### src/rtl/fifo_rd_packer.sv
// fifo_rd_packer: read-side drain stage for a FIFO.
// Pops bytes through the FIFO read port, which has one cycle of read latency.
// It packs PACK_RATIO consecutive bytes into one wide word, with the first byte
// in the least significant lane. Each word is offered downstream on a
// valid/ready handshake.
// Optional feature macro: PACK_FLUSH_EN adds a flush input. Flush closes a
// partially filled word and reports the number of filled lanes in out_bytes.
module fifo_rd_packer #(
    parameter int DATA_WIDTH = 8,
    parameter int PACK_RATIO = 4,
    parameter int CNT_WIDTH  = $clog2(PACK_RATIO + 1)
) (
    input  logic                             clk,
    input  logic                             rst_n,
    input  logic                             fifo_empty,
    input  logic [DATA_WIDTH-1:0]            fifo_r_data,
    output logic                             fifo_rd_en,
    output logic [DATA_WIDTH*PACK_RATIO-1:0] out_data,
    output logic [CNT_WIDTH-1:0]             out_bytes,
    output logic                             out_valid,
    input  logic                             out_ready
`ifdef PACK_FLUSH_EN
   ,input  logic                             flush
`endif
);

    typedef enum logic {
        FILL = 1'b0,
        HOLD = 1'b1
    } state_t;

    localparam logic [CNT_WIDTH:0]   RATIO_EXT = (CNT_WIDTH + 1)'(PACK_RATIO);
    localparam logic [CNT_WIDTH-1:0] RATIO_CNT = CNT_WIDTH'(PACK_RATIO);

    state_t                            state;
    logic [CNT_WIDTH-1:0]              cnt;
    logic                              pend;
    logic [CNT_WIDTH:0]                inflight;
    logic [CNT_WIDTH-1:0]              cnt_next;
    logic [DATA_WIDTH*PACK_RATIO-1:0]  word_next;
    logic                              flush_req;

    // Bytes already captured plus the byte still on its way from the FIFO.
    // One extra bit prevents the sum from wrapping.
    assign inflight = {1'b0, cnt} + {{CNT_WIDTH{1'b0}}, pend};
    assign cnt_next = cnt + CNT_WIDTH'(pend);

`ifdef PACK_FLUSH_EN
    // A flush counts only while filling a word that already holds some data.
    // A flush on an empty word, or while a word is held, does nothing.
    assign flush_req = flush && (state == FILL) && (inflight != '0);
`else
    assign flush_req = 1'b0;
`endif

    // Pop only while filling, when the FIFO has data and the word still has a free lane.
    // Popping stops while a flush closes the word. It is forced low during reset.
    always_comb begin
        fifo_rd_en = rst_n && (state == FILL) && !fifo_empty &&
                     (inflight < RATIO_EXT) && !flush_req;
    end

    // Merge the arriving byte into the lane chosen by the capture count.
    always_comb begin
        word_next = out_data;
        for (int k = 0; k < PACK_RATIO; k++) begin
            if (pend && (cnt == CNT_WIDTH'(k))) begin
                word_next[k*DATA_WIDTH +: DATA_WIDTH] = fifo_r_data;
            end
        end
    end

    // Capture/hold state machine.
    // The last capture, or a flush, moves to HOLD on the same edge and raises out_valid.
    // A downstream accept clears the word and returns to FILL.
    always_ff @(posedge clk or negedge rst_n) begin
        if (!rst_n) begin
            state     <= FILL;
            cnt       <= '0;
            pend      <= 1'b0;
            out_data  <= '0;
            out_bytes <= '0;
            out_valid <= 1'b0;
        end else begin
            pend <= fifo_rd_en;
            case (state)
                FILL: begin
                    if (pend) begin
                        out_data <= word_next;
                        cnt      <= cnt_next;
                    end
                    if ((cnt_next == RATIO_CNT) || flush_req) begin
                        state     <= HOLD;
                        out_valid <= 1'b1;
                        out_bytes <= cnt_next;
                    end
                end
                HOLD: begin
                    if (out_ready) begin
                        state     <= FILL;
                        cnt       <= '0;
                        out_data  <= '0;
                        out_bytes <= '0;
                        out_valid <= 1'b0;
                    end
                end
                default: begin
                    state <= FILL;
                end
            endcase
        end
    end

endmodule

### config.mk
export PLATFORM = sky130hd
export DESIGN_NAME = fifo_rd_packer
export DESIGN_NICKNAME = d
export VERILOG_FILES = /design/src/rtl/fifo_rd_packer.sv
export SDC_FILE = /design/constraint.sdc
export NUM_CORES = 1
export LEC_CHECK = 0
export CORE_ASPECT_RATIO = 2
export CORE_MARGIN = 2
export CORE_UTILIZATION = 47
export CTS_CLUSTER_DIAMETER = 60
export DETAILED_ROUTE_END_ITERATION = 6
export HOLD_SLACK_MARGIN = 0.03
export PLACE_DENSITY = 0.79
export SLEW_MARGIN = 20
export SYNTH_ARGS = -nofsm -noshare
export SYNTH_HDL_FRONTEND = slang
export SYNTH_SLANG_ARGS = --single-unit
### constraint.sdc
create_clock -name clk -period 1.93 [get_ports clk]
set_input_delay 0.386 -clock clk [delete_from_list [all_inputs] [get_ports clk]]
set_output_delay 0.386 -clock clk [all_outputs]
set_load 0.05 [all_outputs]
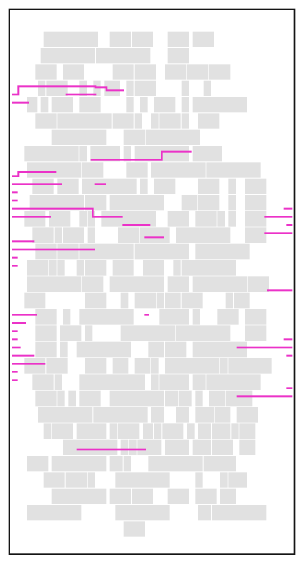
*Signal wires on met3, run 1*
(6 px per um)
nets with wire on the layer: 33
longest straight run: 13.6 um
wire length on this layer: 181 um
main direction: horizontal

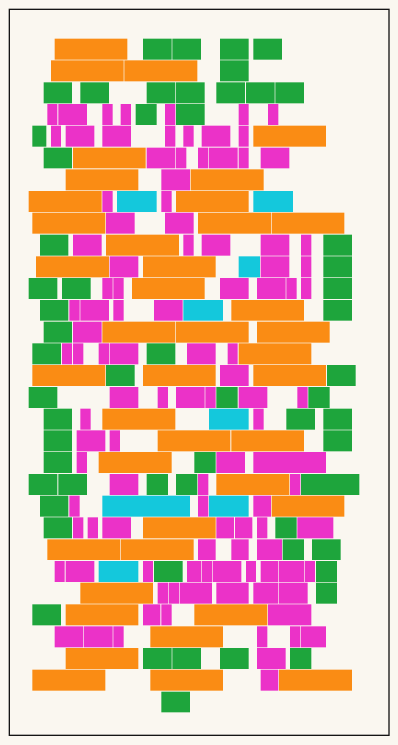
*Placed cells, one color a class, run 1*
(8 px per um)
legend:
  orange:
    class: registers
    cells: 41
    share_of_their_area: 42%
  cyan:
    class: clock drivers and dummy loads
    cells: 8
    share_of_their_area: 4.9%
  magenta:
    class: remaining logic cells
    cells: 107
    share_of_their_area: 30%
  green:
    class: remaining buffers and delay cells
    cells: 58
    share_of_their_area: 23%
Cell Rows: 31
sequential cell area share: 41.21%
final core utilization: 69.03%
core area: 3607 um^2
Post-Layout Inst Area: 2490 um^2

==> report_table.html, run 1 <==
<h3>Run summary</h3>
<table>
<tr><th>Metric</th><th>Value</th></tr>
<tr><th colspan="2">Global routing</th></tr>
<tr><td>Busiest grt layer</td><td>met2</td></tr>
<tr><td>Number of global-route vias before repair</td><td>1,441</td></tr>
<tr><td>Wire length of the first global-routing pass</td><td>7017 um</td></tr>
<tr><td>Global route overflow</td><td>0</td></tr>
<tr><td>Initial antenna violation count</td><td>0</td></tr>
<tr><td>Largest net degree at the start of global routing</td><td>42</td></tr>
<tr><td>Met1 Resource Use GR</td><td>28.84%</td></tr>
<tr><td>GRT met2 Usage</td><td>35.47%</td></tr>
<tr><td>Met3 Usage GRT</td><td>6.800%</td></tr>
<tr><th colspan="2">Synthesis</th></tr>
<tr><td>Proportion of netlist area held by the largest area contributor</td><td>58.24%</td></tr>
<tr><td>Post-Synth Adder-Cell Area</td><td>1.420%</td></tr>
<tr><td>Number of distinct library cells after synthesis</td><td>22</td></tr>
<tr><td>Xor/xnor share</td><td>0.9943%</td></tr>
<tr><td>Largest family of logic cells by area</td><td>multiplexers</td></tr>
<tr><td>Ys async rst share</td><td>100.0%</td></tr>
<tr><td># Cells Yosys</td><td>154</td></tr>
<tr><td>Synth Area in Simple Gates</td><td>13.78%</td></tr>
<tr><td>Synthesized netlist cell count</td><td>154</td></tr>
<tr><td>Synthesized area divided by synthesized cell count</td><td>11.44 um^2</td></tr>
<tr><td>Synth Register Bits</td><td>41</td></tr>
<tr><td>Nets at Floorplan</td><td>168</td></tr>
<tr><td>MUX area fraction</td><td>19.32%</td></tr>
<tr><td>Top post-synthesis cells by area</td><td>sky130_fd_sc_hd__dfrtp_1 58%, sky130_fd_sc_hd__mux2i_1 19%, sky130_fd_sc_hd__nand2_1 8.9%</td></tr>
<tr><td>Post-synthesis chip area from yosys</td><td>1762 um^2</td></tr>
<tr><td>Flip-flop cell with the highest count after synthesis</td><td>sky130_fd_sc_hd__dfrtp_1</td></tr>
<tr><td>Yosys warnings</td><td>0</td></tr>
<tr><td>Count leader, synth</td><td>sky130_fd_sc_hd__nand2_1</td></tr>
<tr><td>Area share of and-or/or-and cells after synthesis</td><td>2.202%</td></tr>
<tr><td>Cell area after technology mapping</td><td>1762 um^2</td></tr>
<tr><td>Number of flops mapped to enable cells by yosys</td><td>0</td></tr>
<tr><td>Leading cell types by count after synthesis</td><td>42 x sky130_fd_sc_hd__nand2_1, 41 x sky130_fd_sc_hd__dfrtp_1, 34 x sky130_fd_sc_hd__mux2i_1, 9 x sky130_fd_sc_hd__inv_1</td></tr>
<tr><td>Post-synthesis cell type with the largest combined area</td><td>sky130_fd_sc_hd__dfrtp_1</td></tr>
<tr><td>Register share after synthesis</td><td>58.24%</td></tr>
<tr><th colspan="2">Power and ir drop</th></tr>
<tr><td>Total power divided by cell area</td><td>1804 nW/um^2</td></tr>
<tr><td>Net switching power</td><td>2.083 mW</td></tr>
<tr><td>Switching portion of total power</td><td>46.37%</td></tr>
<tr><td>Total chip power</td><td>4.493 mW</td></tr>
<tr><td>Internal Pwr Total</td><td>2.409 mW</td></tr>
<tr><td>Register share of total power</td><td>31.4%</td></tr>
<tr><td>Power share of the combinational group</td><td>52.5%</td></tr>
<tr><td>Cell leakage power</td><td>1.291 nW</td></tr>
<tr><td>VDD IR-drop max</td><td>1020 uV</td></tr>
<tr><td>Clock share of power</td><td>16.1%</td></tr>
<tr><th colspan="2">Floorplan</th></tr>
<tr><td>Ports placed on the boundary</td><td>49</td></tr>
<tr><td>Full die area</td><td>4284 um^2</td></tr>
<tr><td>Pre-Place Util</td><td>48.84%</td></tr>
<tr><td>Horizontal die dimension</td><td>47.29 um</td></tr>
<tr><td>Die boundary height</td><td>90.58 um</td></tr>
<tr><th colspan="2">Clocking</th></tr>
<tr><td>Number of clock sinks</td><td>41</td></tr>
<tr><td>Clk slew on worst S/H paths</td><td>0.09 ns</td></tr>
<tr><td>Insertion delay at the late pin of the worst-skew pair</td><td>0.30 ns</td></tr>
<tr><td>Buffer depth of the longest clock path</td><td>2</td></tr>
<tr><td>Clk root buf</td><td>sky130_fd_sc_hd__clkbuf_8</td></tr>
<tr><td>CTS tree</td><td>done</td></tr>
<tr><td>Number of CTS-inserted buffers</td><td>5</td></tr>
<tr><td>Number of levels in the clock H-tree</td><td>2</td></tr>
<tr><th colspan="2">Worst setup path</th></tr>
<tr><td>Startpoint type of the worst setup path</td><td>flip-flop</td></tr>
<tr><td>Critical path endpoint</td><td>fifo_rd_en</td></tr>
<tr><td>Data arrival, critical path</td><td>1.62 ns</td></tr>
<tr><td>Register-to-register path setup slack</td><td>0.03 ns</td></tr>
<tr><td>Launch point of the worst reg-to-reg path</td><td>pend</td></tr>
<tr><td>Largest fanout of any net on the critical path</td><td>3</td></tr>
<tr><td>Cell count of the worst reg-to-reg path</td><td>7</td></tr>
<tr><td>Capturing element type of the critical path</td><td>output pin</td></tr>
<tr><td>Required time of the critical path</td><td>1.54 ns</td></tr>
<tr><td>Capturing point of the worst reg2reg path</td><td>out_bytes[1]</td></tr>
<tr><td>Crit Path Category</td><td>reg -&gt; out</td></tr>
<tr><td>Worst Setup SP</td><td>pend</td></tr>
<tr><th colspan="2">Place</th></tr>
<tr><td>Post-detail-place hpwl</td><td>2883 um</td></tr>
<tr><td>Routability congestion estimate</td><td>0.8935</td></tr>
<tr><td>Total of buffers placed on input and output ports</td><td>48</td></tr>
<tr><td>Pre-CTS worst setup slack</td><td>0.07583 ns</td></tr>
<tr><td>Placed Area</td><td>2313 um^2</td></tr>
<tr><td>Total placed cells including tap cells</td><td>251</td></tr>
<tr><th colspan="2">Timing</th></tr>
<tr><td>Number of slew-limit violations in the final report</td><td>0</td></tr>
<tr><td>Worst rel slew slack</td><td>64.91%</td></tr>
<tr><td>Post-layout period usage</td><td>103.9%</td></tr>
<tr><td>Max Clock Freq</td><td>0.4988 GHz</td></tr>
<tr><td>Crit path time final</td><td>2.005 ns</td></tr>
<tr><td>Final Hold Slack</td><td>0.2288 ns</td></tr>
<tr><td>Count of endpoints failing hold in the final timing report</td><td>0</td></tr>
<tr><td>Setup violations, final</td><td>1</td></tr>
<tr><td>Unrepaired setup endpoints after global routing</td><td>true</td></tr>
<tr><td>Transition time at the pin with the least slew margin</td><td>0.5247 ns</td></tr>
<tr><td>Post-layout worst setup margin</td><td>-0.07480 ns</td></tr>
<tr><th colspan="2">Layout</th></tr>
<tr><td>Nets</td><td>227</td></tr>
<tr><td>Combined flip-flop and latch cell area</td><td>1026 um^2</td></tr>
<tr><td>Final standard cell count with taps included and fillers excluded</td><td>263</td></tr>
<tr><td>Fraction of final layout cells with drive strength greater than 1</td><td>14.49%</td></tr>
<tr><td>Comb. cell area</td><td>690.7 um^2</td></tr>
<tr><td>Count of inserted antenna diode cells</td><td>0</td></tr>
<tr><td>Fill cell total of the finished layout</td><td>298</td></tr>
<tr><td>Layout-stage area growth over the synthesis result</td><td>41.34%</td></tr>
<tr><th colspan="2">Routing</th></tr>
<tr><td>DRC violation count after routing</td><td>0</td></tr>
<tr><td>Iteration-0 DRC count of the detailed router</td><td>21</td></tr>
<tr><td>First-pass detailed-route iteration total</td><td>4</td></tr>
<tr><td>Via density per instance</td><td>5.046</td></tr>
<tr><td>Final ANT Viol Nets</td><td>0</td></tr>
<tr><th colspan="2">Flow run</th></tr>
<tr><td>Number of warnings the tools reported</td><td>28</td></tr>
<tr><td>Max-cap violation count</td><td>0</td></tr>
<tr><th colspan="2">Status</th></tr>
<tr><td>Failing checks</td><td>negative setup slack</td></tr>
<tr><td>Status</td><td>finished with violations</td></tr>
<tr><th colspan="2">Min path</th></tr>
<tr><td>Class of the tightest hold or removal check</td><td>in -&gt; async</td></tr>
</table>
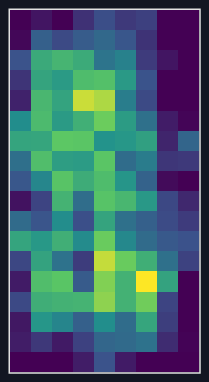
*Signal metal coverage by tile, run 1*
(4 px per um) The die is cut into 9 by 18 equal tiles; dark purple is low, yellow is high, scaled to the fullest tile. Values are wire area over tile area, all layers added.
fullest tile: 0.41
emptiest ninth of the die: upper right
mean over tiles: 0.15
Vias: 1,327
drt total wl: 4061 um
Tot GR Track Use: 22.90%
Routed WL per cell: 15.44 um

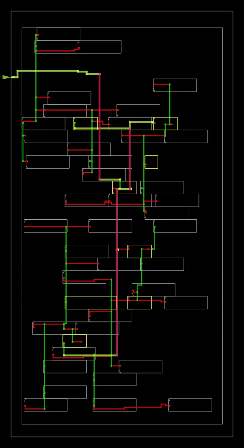
*Clock nets, run 1*
final clock skew: 0.01239 ns
power of the clock network: 0.722 mW
number of clock-tree buffers in the layout: 6
layout sequential cell count: 41

-- run 1: routing by layer --
metal	wire length, um	up-vias
met2	2169	38
met3	180	9
met5	0	-
li1	-	623
met1	1625	657
met4	85	0
-- run 1: layout make-up --
cell class                      count  share of cell area [%]
Inverter                            9                   1.357
Timing Repair Buffer               58                   22.41
Tap cell                           49                   2.462
Multi-Input combinational cell     98                   27.74
Clock buffer                        6                   3.317
Sequential cell                    41                   41.21
Clock inverter                      2                   1.508
-- run 1: power by group through the flow --
stage | combinational [mW] | sequential [mW] | clock (mW)
after floorplan | 0.501 | 2.43 | 0
after global placement | 2.28 | 1.40 | 0
after detailed placement | 2.33 | 1.42 | 0
after CTS | 2.37 | 1.42 | 0.736
after global routing | 2.50 | 1.46 | 0.773
final | 2.36 | 1.41 | 0.722
-- run 1: critical path, stage by stage, from the launching register on --
cell	delay, ns
sky130_fd_sc_hd__dfrtp_1	0.40
sky130_fd_sc_hd__ha_2	0.22
sky130_fd_sc_hd__ha_4	0.17
sky130_fd_sc_hd__nand2_2	0.06
sky130_fd_sc_hd__a21oi_2	0.03
sky130_fd_sc_hd__o211a_1	0.27
sky130_fd_sc_hd__buf_12	0.16
-- run 1: metrics by stage --
stage | utilization [%] | setup TNS [ns]
after floorplan | - | 0
after global placement | 64.13 | 0
after detailed placement | 64.13 | 0
after CTS | 68.30 | -0.06789
after global routing | 69.03 | -0.1405
final | 69.03 | -0.07480
-- run 1: flip-flops by register name, summed over array words and instances, names as in the netlist --
name / count
out_data: 32
cnt: 3
out_bytes: 3
out_valid: 1
pend: 1
state: 1
-- run 1: layout by cell type, fill, tap and decap left out --
| master | n |
|---|---|
| sky130_fd_sc_hd__dfrtp_1 | 41 |
| sky130_fd_sc_hd__and3_4 | 1 |
| sky130_fd_sc_hd__o21ai_0 | 1 |
| sky130_fd_sc_hd__inv_1 | 9 |
| sky130_fd_sc_hd__nand2_1 | 41 |
| sky130_fd_sc_hd__or4_4 | 1 |
| sky130_fd_sc_hd__nor2_1 | 3 |
| sky130_fd_sc_hd__buf_2 | 1 |
| sky130_fd_sc_hd__nand3_2 | 1 |
| sky130_fd_sc_hd__ha_2 | 1 |
| sky130_fd_sc_hd__buf_4 | 11 |
| sky130_fd_sc_hd__clkinvlp_4 | 1 |
| sky130_fd_sc_hd__a21oi_2 | 1 |
| sky130_fd_sc_hd__nor3b_2 | 1 |
| sky130_fd_sc_hd__ha_4 | 1 |
| sky130_fd_sc_hd__mux2i_1 | 34 |
| sky130_fd_sc_hd__xnor2_1 | 1 |
| sky130_fd_sc_hd__and3b_1 | 1 |
| sky130_fd_sc_hd__nand2_2 | 3 |
| sky130_fd_sc_hd__clkbuf_8 | 6 |
| sky130_fd_sc_hd__o211a_1 | 1 |
| sky130_fd_sc_hd__buf_12 | 1 |
| sky130_fd_sc_hd__o22ai_1 | 3 |
| sky130_fd_sc_hd__xor2_1 | 1 |
| sky130_fd_sc_hd__and3_1 | 2 |
| sky130_fd_sc_hd__clkdlybuf4s50_1 | 45 |
| sky130_fd_sc_hd__bufinv_16 | 1 |
-- run 1: repair_timing --
action,CTS,global route
resized,3,3
setup buffers,2,2
pin swaps,2,1
hold buffers,0,0
setup endpoints to repair,1,1
### I/O pins on the die edge, run 1

(6 px per um) Pins as bars across the die edge, other pins in gray.
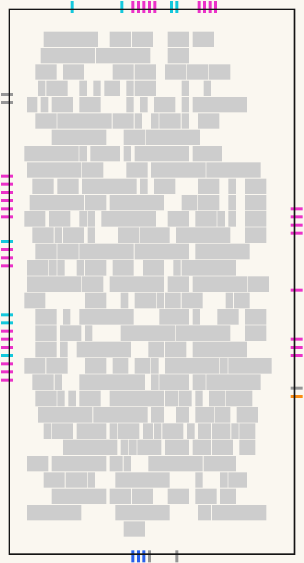

==> run 1 -> run 2 <==
- ABC_AREA: not set -> 1
- SLEW_MARGIN: 20 -> not set
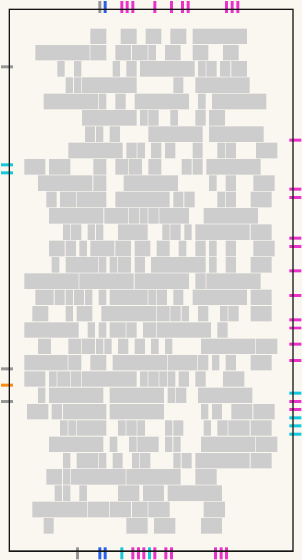
*I/O pins on the die edge, run 2*
(6 px per um) Pins as bars across the die edge, other pins in gray.
legend:
  magenta:
    port: out_data
    pins: 32
    direction: output
    edge: 13 right, 10 top, 9 bottom
  blue:
    port: out_bytes
    pins: 3
    direction: output
    edge: 2 bottom, 1 top
  orange:
    port: fifo_empty
    pins: 1
    direction: input
    edge: left
  cyan:
    port: fifo_r_data
    pins: 8
    direction: input
    edge: 4 right, 2 bottom, 2 left
all pins by edge: 17 right, 14 bottom, 12 top, 6 left

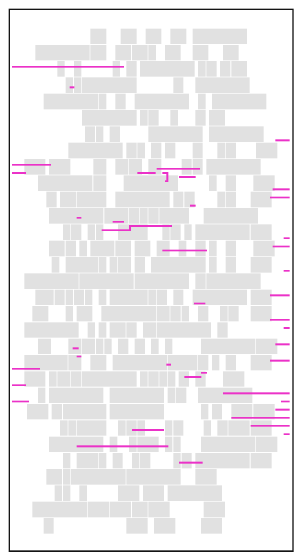
*Signal wires on met3, run 2*
(6 px per um)
share of all routed wire: 3.6%
nets with wire on the layer: 34
longest straight run: 18.4 um

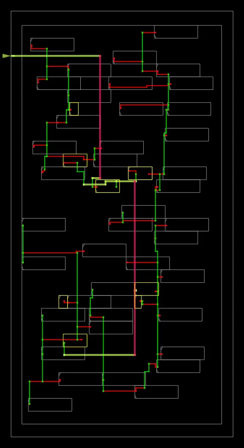
*Clock nets, run 2*
insertion delay at the late pin of the worst-skew pair: 0.29 ns
final clock skew: 0.008099 ns
number of CTS-inserted buffers: 5
power of the clock network: 0.529 mW
number of clock sinks: 41

==> run 2 against run 1 <==
Effect of this change:
- the flow still finishes with violations (negative setup slack)
- critical path depth increased by 2
- setup slack improved by 0.040 ns
- via count increased by 19%
- clock power decreased by 27%
- final cell count increased by 13%
- clock skew decreased by 0.0043 ns
- critical endpoint unchanged
==> report_table.html, run 2 <==
<h3>Run summary</h3>
<table>
<tr><th>Metric</th><th>Value</th></tr>
<tr><th colspan="2">Synthesis</th></tr>
<tr><td>Synth Register Bits</td><td>41 (unchanged)</td></tr>
<tr><td>Post-synthesis chip area from yosys</td><td>1740 um^2 (-1.2%)</td></tr>
<tr><td>Synthesized netlist cell count</td><td>190 (+23%)</td></tr>
<tr><td>Post-synthesis cell type with the largest combined area</td><td>sky130_fd_sc_hd__dfrtp_1</td></tr>
<tr><td>Number of flops mapped to enable cells by yosys</td><td>0 (unchanged)</td></tr>
<tr><td>Flip-flop cell with the highest count after synthesis</td><td>sky130_fd_sc_hd__dfrtp_1</td></tr>
<tr><td>Register share after synthesis</td><td>58.95% (+0.71 points)</td></tr>
<tr><td>Yosys warnings</td><td>0 (unchanged)</td></tr>
<tr><td>Leading cell types by count after synthesis</td><td>57 x sky130_fd_sc_hd__nand2_1, 52 x sky130_fd_sc_hd__nand3_1, 41 x sky130_fd_sc_hd__dfrtp_1, 10 x sky130_fd_sc_hd__nand4_1</td></tr>
<tr><td>Nets at Floorplan</td><td>204 (+21%)</td></tr>
<tr><td>Count leader, synth</td><td>sky130_fd_sc_hd__nand2_1</td></tr>
<tr><td># Cells Yosys</td><td>190 (+23%)</td></tr>
<tr><th colspan="2">Clocking</th></tr>
<tr><td>Number of levels in the clock H-tree</td><td>2 (unchanged)</td></tr>
<tr><td>Clk root buf</td><td>sky130_fd_sc_hd__clkbuf_8</td></tr>
<tr><td>Clk slew on worst S/H paths</td><td>0.08 ns (about the same)</td></tr>
<tr><td>CTS tree</td><td>done</td></tr>
<tr><td>Count of hold buffers inserted by post-cts repair</td><td>0 (unchanged)</td></tr>
<tr><th colspan="2">Worst setup path</th></tr>
<tr><td>Launch point of the worst reg-to-reg path</td><td>cnt[0]</td></tr>
<tr><td>Worst Path Buf+Inv</td><td>2 (+1)</td></tr>
<tr><td>Capturing element type of the critical path</td><td>output pin</td></tr>
<tr><td>Crit Path Category</td><td>reg -&gt; out</td></tr>
<tr><td>Cell family with the largest share of critical-path delay</td><td>flip-flops</td></tr>
<tr><td>Cell count of the worst reg-to-reg path</td><td>6 (-1)</td></tr>
<tr><td>Library cell appearing most often on the critical path</td><td>sky130_fd_sc_hd__nand2_2</td></tr>
<tr><td>Required time of the critical path</td><td>1.54 ns (about the same)</td></tr>
<tr><td>Data arrival, critical path</td><td>1.58 ns (-0.04 ns)</td></tr>
<tr><td>Startpoint type of the worst setup path</td><td>flip-flop</td></tr>
<tr><td>Largest fanout of any net on the critical path</td><td>2 (-1)</td></tr>
<tr><td>Register-to-register path setup slack</td><td>0.47 ns (+0.44 ns)</td></tr>
<tr><td>Critical Path Slowest Stage Cell</td><td>sky130_fd_sc_hd__dfrtp_1</td></tr>
<tr><td>Slowest Stage Delay on Critical Path</td><td>0.39 ns (about the same)</td></tr>
<tr><th colspan="2">Routing</th></tr>
<tr><td>Met2 WL post-DR</td><td>2352 um (+8.4%)</td></tr>
<tr><td>Vias</td><td>1,585 (+19%)</td></tr>
<tr><td>Met3 layer wire length in the routed design</td><td>154 um (-14%)</td></tr>
<tr><td>Routed WL per cell</td><td>14.39 um (-6.8%)</td></tr>
<tr><td>Drt total wl</td><td>4289 um (+5.6%)</td></tr>
<tr><td>DR top layer</td><td>met4</td></tr>
<tr><td>Final ANT Viol Nets</td><td>0 (unchanged)</td></tr>
<tr><td>First-pass detailed-route iteration total</td><td>4 (unchanged)</td></tr>
<tr><td>Iteration-0 DRC count of the detailed router</td><td>37 (+76%)</td></tr>
<tr><td>Via density per instance</td><td>5.319 (+5.4%)</td></tr>
<tr><th colspan="2">Place</th></tr>
<tr><td>Total of buffers placed on input and output ports</td><td>48 (unchanged)</td></tr>
<tr><td>Routability congestion estimate</td><td>0.8048 (-9.9%)</td></tr>
<tr><td>Post-detail-place hpwl</td><td>3107 um (+7.8%)</td></tr>
<tr><td>Pre-CTS worst setup slack</td><td>0.1240 ns (+0.04818 ns)</td></tr>
<tr><th colspan="2">Layout</th></tr>
<tr><td>Commonest cells after routing, fill and taps aside</td><td>55 x sky130_fd_sc_hd__nand2_1, 52 x sky130_fd_sc_hd__nand3_1, 41 x sky130_fd_sc_hd__dfrtp_1</td></tr>
<tr><td>Count of inserted antenna diode cells</td><td>0 (unchanged)</td></tr>
<tr><td>Layout-stage area growth over the synthesis result</td><td>38.68%</td></tr>
<tr><td>Nets</td><td>262 (+15%)</td></tr>
<tr><td>Fraction of final layout cells with drive strength greater than 1</td><td>18.88% (+4.4 points)</td></tr>
<tr><td>Final core utilization</td><td>67.64% (-1.4 points)</td></tr>
<tr><td>Max FFs per register</td><td>32 (unchanged)</td></tr>
<tr><td>Regs by FF count</td><td>out_data x32, cnt x3, out_bytes x3</td></tr>
<tr><th colspan="2">Global routing</th></tr>
<tr><td>Tot GR Track Use</td><td>22.57% (-0.33 points)</td></tr>
<tr><td>Number of global-route vias before repair</td><td>1,492 (+3.5%)</td></tr>
<tr><td>Largest net degree at the start of global routing</td><td>42 (unchanged)</td></tr>
<tr><td>Initial antenna violation count</td><td>0 (unchanged)</td></tr>
<tr><th colspan="2">Timing</th></tr>
<tr><td>Transition time at the pin with the least slew margin</td><td>0.5144 ns (-0.01038 ns)</td></tr>
<tr><td>Setup violations, final</td><td>1 (unchanged)</td></tr>
<tr><td>Post-layout worst setup margin</td><td>-0.03458 ns (+0.04022 ns)</td></tr>
<tr><td>Worst rel slew slack</td><td>65.71% (+0.80 points)</td></tr>
<tr><td>Unrepaired setup endpoints after global routing</td><td>true</td></tr>
<tr><td>Crit path time final</td><td>1.965 ns (-0.04022 ns)</td></tr>
<tr><td>Number of slew-limit violations in the final report</td><td>0 (unchanged)</td></tr>
<tr><td>Max Clock Freq</td><td>0.5090 GHz (+2.0%)</td></tr>
<tr><th colspan="2">Flow run</th></tr>
<tr><td>Number of warnings the tools reported</td><td>28 (unchanged)</td></tr>
<tr><td>Max-cap violation count</td><td>0 (unchanged)</td></tr>
<tr><th colspan="2">Status</th></tr>
<tr><td>Status</td><td>finished with violations</td></tr>
<tr><td>Failing checks</td><td>negative setup slack</td></tr>
<tr><th colspan="2">Power and ir drop</th></tr>
<tr><td>VDD IR-drop max</td><td>938.5 uV (-7.9%)</td></tr>
<tr><th colspan="2">Floorplan</th></tr>
<tr><td>Full die area</td><td>4236 um^2 (-1.1%)</td></tr>
<tr><td>Ports placed on the boundary</td><td>49 (unchanged)</td></tr>
<tr><td>Pre-Place Util</td><td>48.77% (-0.065 points)</td></tr>
<tr><td>Core area</td><td>3568 um^2 (-1.1%)</td></tr>
</table>
-- run 2: netlist changes by cell type after synthesis, moves of 2 or more --
cell	previous run	this run
sky130_fd_sc_hd__buf_2	3	5
sky130_fd_sc_hd__nand2_1	42	57
sky130_fd_sc_hd__and3_1	3	0
sky130_fd_sc_hd__nor2_4	0	2
sky130_fd_sc_hd__nand3_1	0	52
sky130_fd_sc_hd__inv_2	0	4
sky130_fd_sc_hd__mux2i_1	34	0
sky130_fd_sc_hd__nor2_1	3	5
sky130_fd_sc_hd__nand4_1	0	10
sky130_fd_sc_hd__o22ai_1	3	0
sky130_fd_sc_hd__o21ai_0	1	4
sky130_fd_sc_hd__inv_1	9	4
sky130_fd_sc_hd__nand2_2	2	0
-- run 2: area by class of cell --
class,count,area [um^2]
flip-flops and latches,41,1026
fillers,333,1155
clock buffers,6,72.57
multi-input cells,134,673.1
clock inverters,2,10.01
well taps,49,61.31
repair buffers,58,540.5
inverters,8,30.03
-- run 2: worst max-delay path by stage --
stage           start          to  slack, ns  cells after the start
2_1_floorplan  cnt[0]  fifo_rd_en       0.03                      7
3_3_place_gp     pend  fifo_rd_en       0.16                      8
3_5_place_dp     pend  fifo_rd_en       0.12                      8
4_1_cts          pend  fifo_rd_en      -0.06                      8
5_1_grt        cnt[0]  fifo_rd_en      -0.11                      8
6_report       cnt[0]  fifo_rd_en      -0.03                      8
-- run 2: cells by family (layout without fill, tap and decap cells) --
family | Yosys count | in the layout | share of synthesized area (%)
simple gates | 128 | 128 | 34.58
flops | 41 | 41 | 58.95
buf+inv | 15 | 74 | 3.881
compound gates | 4 | 4 | 1.150
fa+ha+maj | 2 | 2 | 1.438
-- run 2: power breakdown --
group | switching [mW] | leakage (nW) | total (mW) | internal (mW)
Sequential | 0.174 | 0.540 | 1.29 | 1.12
Clock | 0.279 | 0.0450 | 0.529 | 0.250
Combinational | 1.40 | 0.642 | 2.04 | 0.646
Total | 1.85 | 1.23 | 3.86 | 2.01
-- run 2: timing repair --
action / in CTS / in global routing
setup endpoints to repair: 1 / 1
pin swaps: 2 / 2
setup buffers: 2 / 3
gates resized: 6 / 2
hold endpoints to repair: 0 / 0
-- run 2: routing by layer --
| metal | global-route usage, % | up-vias |
|---|---|---|
| li1 | - | 755 |
| met1 | 26.20 | 766 |
| met2 | 37.10 | 49 |
| met3 | 3.614 | 15 |
| met4 | 12.04 | 0 |
| met5 | 0 | - |
-- run 2: worst register-to-register path: stages (launching register included) --
cell,delay (ns)
sky130_fd_sc_hd__dfrtp_1,0.39
sky130_fd_sc_hd__ha_2,0.21
sky130_fd_sc_hd__ha_4,0.21
sky130_fd_sc_hd__nor2_1,0.10
sky130_fd_sc_hd__nand4_1,0.23
sky130_fd_sc_hd__nand2_1,0.16
sky130_fd_sc_hd__nor2_1,0.05
-- run 2: per-stage QoR --
stage | total power [mW] | instances | TNS, ns | cell area (um^2)
after floorplan | 2.641 | 190 | 0 | 1743
after global placement | 3.269 | 285 | 0 | 2270
after detailed placement | 3.306 | 285 | 0 | 2270
after CTS | 3.862 | 295 | -0.05543 | 2385
after global routing | 4.086 | 298 | -0.1108 | 2414
final | 3.863 | 298 | -0.03458 | 2414
### Metal 4, run 2

(6 px per um) Supply wires on this layer in gray.
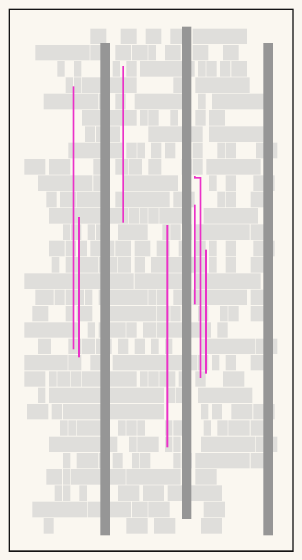

==> run 2 -> run 3 <==
- CORE_MARGIN: 2 -> not set
- RECOVER_POWER: not set -> 100
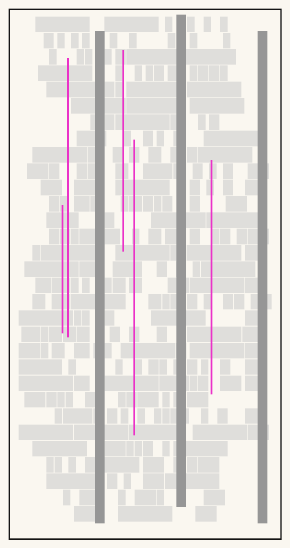
*Metal 4, run 3*
(6 px per um) Supply wires on this layer in gray.
share of all routed wire: 4.4%
longest straight run: 49.0 um
nets with wire on the layer: 5
wire length on this layer: 188 um
main direction: vertical

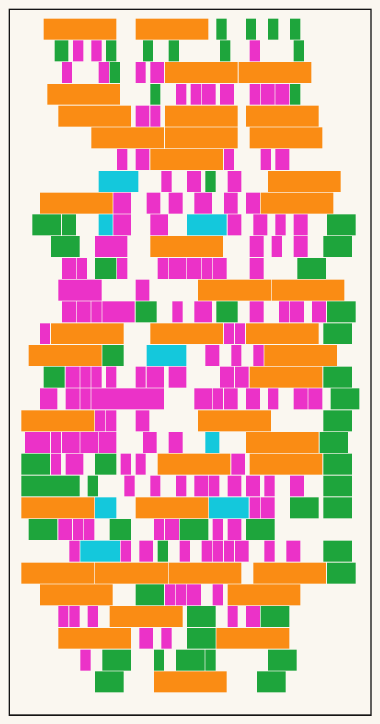
*Placed cells, one color a class, run 3*
(8 px per um)
legend:
  cyan:
    class: clock drivers and dummy loads
    cells: 8
    share_of_their_area: 3.8%
  orange:
    class: registers
    cells: 41
    share_of_their_area: 46%
  magenta:
    class: remaining logic cells
    cells: 142
    share_of_their_area: 31%
  green:
    class: remaining buffers and delay cells
    cells: 57
    share_of_their_area: 20%
Post-Layout Inst Area: 2311 um^2
sequential cell area share: 44.40%
final core utilization: 64.76%
core area: 3568 um^2

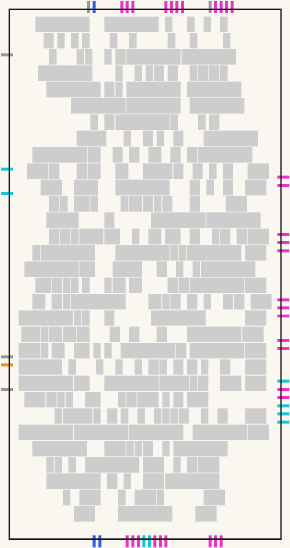
*I/O pins on the die edge, run 3*
(6 px per um) Pins as bars across the die edge, other pins in gray.
legend:
  blue:
    port: out_bytes
    pins: 3
    direction: output
    edge: 2 bottom, 1 top
  orange:
    port: fifo_empty
    pins: 1
    direction: input
    edge: left
  cyan:
    port: fifo_r_data
    pins: 8
    direction: input
    edge: 4 right, 2 left, 2 bottom
  magenta:
    port: out_data
    pins: 32
    direction: output
    edge: 12 right, 11 top, 9 bottom
all pins by edge: 16 right, 14 top, 13 bottom, 6 left

==> run 3 against run 2 <==
Effect of this change:
- the run still ends with negative setup slack left
- final cell count is 0.34% lower
- area after synthesis is the same
- total power is 3.6% lower
- routed wire length hardly changed
- sequential share of layout area increased by 1.9 points
- register-to-register slack got worse by 0.32 ns
- setup slack about the same
- clock power rose by 3%
- clock skew is 0.00068 ns lower
- design area decreased by 4.3%
- sequential power about the same
- sequential cell count did not move
- critical endpoint unchanged
==> report_table.html, run 3 <==
<h3>Run summary</h3>
<table>
<tr><th>Metric</th><th>Value</th></tr>
<tr><th colspan="2">Power and ir drop</th></tr>
<tr><td>Power share of the combinational group</td><td>51.0% (-1.9 points)</td></tr>
<tr><td>Cell leakage power</td><td>1.155 nW</td></tr>
<tr><td>Switching portion of total power</td><td>49.51% (+1.6 points)</td></tr>
<tr><td>Net switching power</td><td>1.843 mW (-0.43%)</td></tr>
<tr><td>Clock share of power</td><td>14.6% (+0.9 points)</td></tr>
<tr><td>Register share of total power</td><td>34.3% (+0.9 points)</td></tr>
<tr><td>Internal Pwr Total</td><td>1.879 mW (-6.6%)</td></tr>
<tr><td>VDD IR-drop max</td><td>857.9 uV (-8.6%)</td></tr>
<tr><th colspan="2">Worst setup path</th></tr>
<tr><td>Required time of the critical path</td><td>1.54 ns (about the same)</td></tr>
<tr><td>Capturing element type of the critical path</td><td>output pin</td></tr>
<tr><td>Crit Path Category</td><td>reg -&gt; out</td></tr>
<tr><td>Critical Path Slowest Stage Cell</td><td>sky130_fd_sc_hd__dfrtp_1</td></tr>
<tr><td>Largest fanout of any net on the critical path</td><td>2 (unchanged)</td></tr>
<tr><td>Library cell appearing most often on the critical path</td><td>sky130_fd_sc_hd__nand2_2</td></tr>
<tr><td>Startpoint type of the worst setup path</td><td>flip-flop</td></tr>
<tr><td>Slowest Stage Delay on Critical Path</td><td>0.39 ns (about the same)</td></tr>
<tr><td>Data arrival, critical path</td><td>1.58 ns (about the same)</td></tr>
<tr><td>Cell count of the worst reg-to-reg path</td><td>8 (+2)</td></tr>
<tr><th colspan="2">Layout</th></tr>
<tr><td>Layout-stage area growth over the synthesis result</td><td>32.78%</td></tr>
<tr><td>Top reg by flops</td><td>out_data</td></tr>
<tr><td>Nets</td><td>261 (-0.38%)</td></tr>
<tr><td>Count of inserted antenna diode cells</td><td>0 (unchanged)</td></tr>
<tr><td>Commonest cells after routing, fill and taps aside</td><td>55 x sky130_fd_sc_hd__nand2_1, 53 x sky130_fd_sc_hd__nand3_1, 41 x sky130_fd_sc_hd__dfrtp_1</td></tr>
<tr><td>Regs by FF count</td><td>out_data x32, cnt x3, out_bytes x3</td></tr>
<tr><td>Max FFs per register</td><td>32 (unchanged)</td></tr>
<tr><td>Fraction of final layout cells with drive strength greater than 1</td><td>11.69% (-7.2 points)</td></tr>
<tr><td>Fill cell total of the finished layout</td><td>337 (+1.2%)</td></tr>
<tr><th colspan="2">Timing</th></tr>
<tr><td>Transition time at the pin with the least slew margin</td><td>0.9962 ns (+0.4819 ns)</td></tr>
<tr><td>Count of endpoints failing hold in the final timing report</td><td>0</td></tr>
<tr><td>Post-layout worst setup margin</td><td>-0.03434 ns (+0.0002420 ns)</td></tr>
<tr><td>Setup violations, final</td><td>1 (unchanged)</td></tr>
<tr><td>Unrepaired setup endpoints after global routing</td><td>true</td></tr>
<tr><td>Number of slew-limit violations in the final report</td><td>0 (unchanged)</td></tr>
<tr><td>Worst rel slew slack</td><td>33.59% (-32 points)</td></tr>
<tr><th colspan="2">Synthesis</th></tr>
<tr><td>Post-synthesis cell type with the largest combined area</td><td>sky130_fd_sc_hd__dfrtp_1</td></tr>
<tr><td>Number of flops mapped to enable cells by yosys</td><td>0 (unchanged)</td></tr>
<tr><td>Register share after synthesis</td><td>58.95% (unchanged)</td></tr>
<tr><td>Area share of and-or/or-and cells after synthesis</td><td>1.150% (unchanged)</td></tr>
<tr><td>Count leader, synth</td><td>sky130_fd_sc_hd__nand2_1</td></tr>
<tr><td>Yosys warnings</td><td>0 (unchanged)</td></tr>
<tr><td>Xor/xnor share</td><td>0% (unchanged)</td></tr>
<tr><td>Proportion of netlist area held by the largest area contributor</td><td>58.95%</td></tr>
<tr><td>Largest family of logic cells by area</td><td>simple AND/OR/NAND/NOR gates</td></tr>
<tr><td># Cells Yosys</td><td>190 (unchanged)</td></tr>
<tr><td>Synth Area in Simple Gates</td><td>34.58% (unchanged)</td></tr>
<tr><td>Flip-flop cell with the highest count after synthesis</td><td>sky130_fd_sc_hd__dfrtp_1</td></tr>
<tr><td>Nets at Floorplan</td><td>204 (unchanged)</td></tr>
<tr><td>Leading cell types by count after synthesis</td><td>57 x sky130_fd_sc_hd__nand2_1, 52 x sky130_fd_sc_hd__nand3_1, 41 x sky130_fd_sc_hd__dfrtp_1, 10 x sky130_fd_sc_hd__nand4_1</td></tr>
<tr><td>Post-synthesis chip area from yosys</td><td>1740 um^2 (unchanged)</td></tr>
<tr><td>Synthesized netlist cell count</td><td>190 (unchanged)</td></tr>
<tr><th colspan="2">Routing</th></tr>
<tr><td>First-pass detailed-route iteration total</td><td>4 (unchanged)</td></tr>
<tr><td>Routed WL per cell</td><td>14.44 um (+0.31%)</td></tr>
<tr><td>Vias</td><td>1,562 (-1.5%)</td></tr>
<tr><td>Via density per instance</td><td>5.259 (-1.1%)</td></tr>
<tr><td>Iteration-0 DRC count of the detailed router</td><td>49 (+32%)</td></tr>
<tr><td>Final ANT Viol Nets</td><td>0 (unchanged)</td></tr>
<tr><td>Drt total wl</td><td>4288 um (about the same)</td></tr>
<tr><th colspan="2">Global routing</th></tr>
<tr><td>Tot GR Track Use</td><td>24.98% (+2.4 points)</td></tr>
<tr><td>Largest net degree at the start of global routing</td><td>42 (unchanged)</td></tr>
<tr><td>Initial antenna violation count</td><td>0 (unchanged)</td></tr>
<tr><td>Number of global-route vias before repair</td><td>1,508 (+1.1%)</td></tr>
<tr><th colspan="2">Status</th></tr>
<tr><td>Status</td><td>finished with violations</td></tr>
<tr><td>Failing checks</td><td>negative setup slack</td></tr>
<tr><th colspan="2">Clocking</th></tr>
<tr><td>Count of hold buffers inserted by post-cts repair</td><td>0 (unchanged)</td></tr>
<tr><td>Number of levels in the clock H-tree</td><td>2 (unchanged)</td></tr>
<tr><td>Insertion delay at the late pin of the worst-skew pair</td><td>0.29 ns (about the same)</td></tr>
<tr><td>Number of CTS-inserted buffers</td><td>5 (unchanged)</td></tr>
<tr><td>Number of clock sinks</td><td>41 (unchanged)</td></tr>
<tr><td>Clk root buf</td><td>sky130_fd_sc_hd__clkbuf_8</td></tr>
<tr><td>Clk slew on worst S/H paths</td><td>0.08 ns (about the same)</td></tr>
<tr><th colspan="2">Place</th></tr>
<tr><td>Routability congestion estimate</td><td>0.8405 (+4.4%)</td></tr>
<tr><td>Post-detail-place hpwl</td><td>3180 um (+2.3%)</td></tr>
<tr><td>Total of buffers placed on input and output ports</td><td>48 (unchanged)</td></tr>
<tr><th colspan="2">Floorplan</th></tr>
<tr><td>Full die area</td><td>3965 um^2 (-6.4%)</td></tr>
<tr><td>Horizontal die dimension</td><td>45.03 um</td></tr>
<tr><td>Pre-Place Util</td><td>48.77% (unchanged)</td></tr>
<tr><th colspan="2">Flow run</th></tr>
<tr><td>Number of warnings the tools reported</td><td>28 (unchanged)</td></tr>
<tr><td>Max-cap violation count</td><td>0 (unchanged)</td></tr>
</table>
[run 3: cell counts after synthesis]
Identical to the previous run, type by type.
[run 3: worst max-delay path, delay by kind of cell (launching register included)]
family                     cells  cell delay, ns
AOI/OAI and AO/OA              1            0.05
DFF                            1            0.39
adders and majority gates      2            0.37
and+or+nand+nor                3            0.26
buffers and inverters          2            0.20
[run 3: final cells by class]
cell class	instances	area, um^2	share of cell area [%]
Clock buffer	5	68.82	2.978
Clock inverter	3	17.52	0.7580
Inverter	8	30.03	1.299
Multi-Input combinational cell	134	660.6	28.59
Sequential cell	41	1026	44.40
Tap cell	49	61.31	2.653
Timing Repair Buffer	57	446.7	19.33
[run 3: logic make-up after synthesis]
logic type | Yosys count
compound gates | 4
fa+ha+maj | 2
buf+inv | 15
flops | 41
simple gates | 128
[run 3: path summary, 6_finish.rpt]
check	slack, ns	end	start
worst max-delay path	-0.03	fifo_rd_en	cnt[0]
worst min-delay path	0.37	cnt[2]	rst_n
worst max register to register	0.15	out_data[29]	pend
worst min register to register	0.48	out_bytes[2]	out_bytes[2]
max in group asynchronous	0.94	out_data[26]	rst_n
min in group clk	0.39	pend	rst_n
[run 3: power groups by stage]
stage	Sequential [mW]	Combinational (mW)	Clock, mW
6_report	1.28	1.90	0.545
3_5_place_dp	1.30	1.98	0
5_1_grt	1.31	2.06	0.586
4_1_cts	1.29	2.02	0.557
3_3_place_gp	1.30	1.95	0
2_1_floorplan	2.05	0.596	0
[run 3: what timing repair did]
item	4_1_cts	5_1_grt
gates cloned	0	0
pin swaps	2	2
endpoints found under the hold margin	0	0
buffers inserted	2	1
resized	7	1
setup endpoints to repair	1	1
[run 3: per-layer routing]
metal  share of wire (%)  track usage (%)
met1                  37            28.36
met2                  55            41.11
met3                 3.8            3.918
met4                 4.4            17.36
met5                   0                0
[run 3: per-stage QoR]
stage	worst slack, ns	std cells	hold WS [ns]	instance area, um^2	setup TNS (ns)
floorplan	0.03031	190	0.09041	1743	0
global placement	0.1615	286	0.4692	2257	0
detailed placement	0.09173	286	0.4672	2257	0
CTS	-0.07510	296	0.2147	2380	-0.07510
global route	-0.08591	297	0.3999	2311	-0.3669
finish	-0.03434	297	0.3703	2311	-0.03434
Power is estimated from default activity; no workload was simulated.
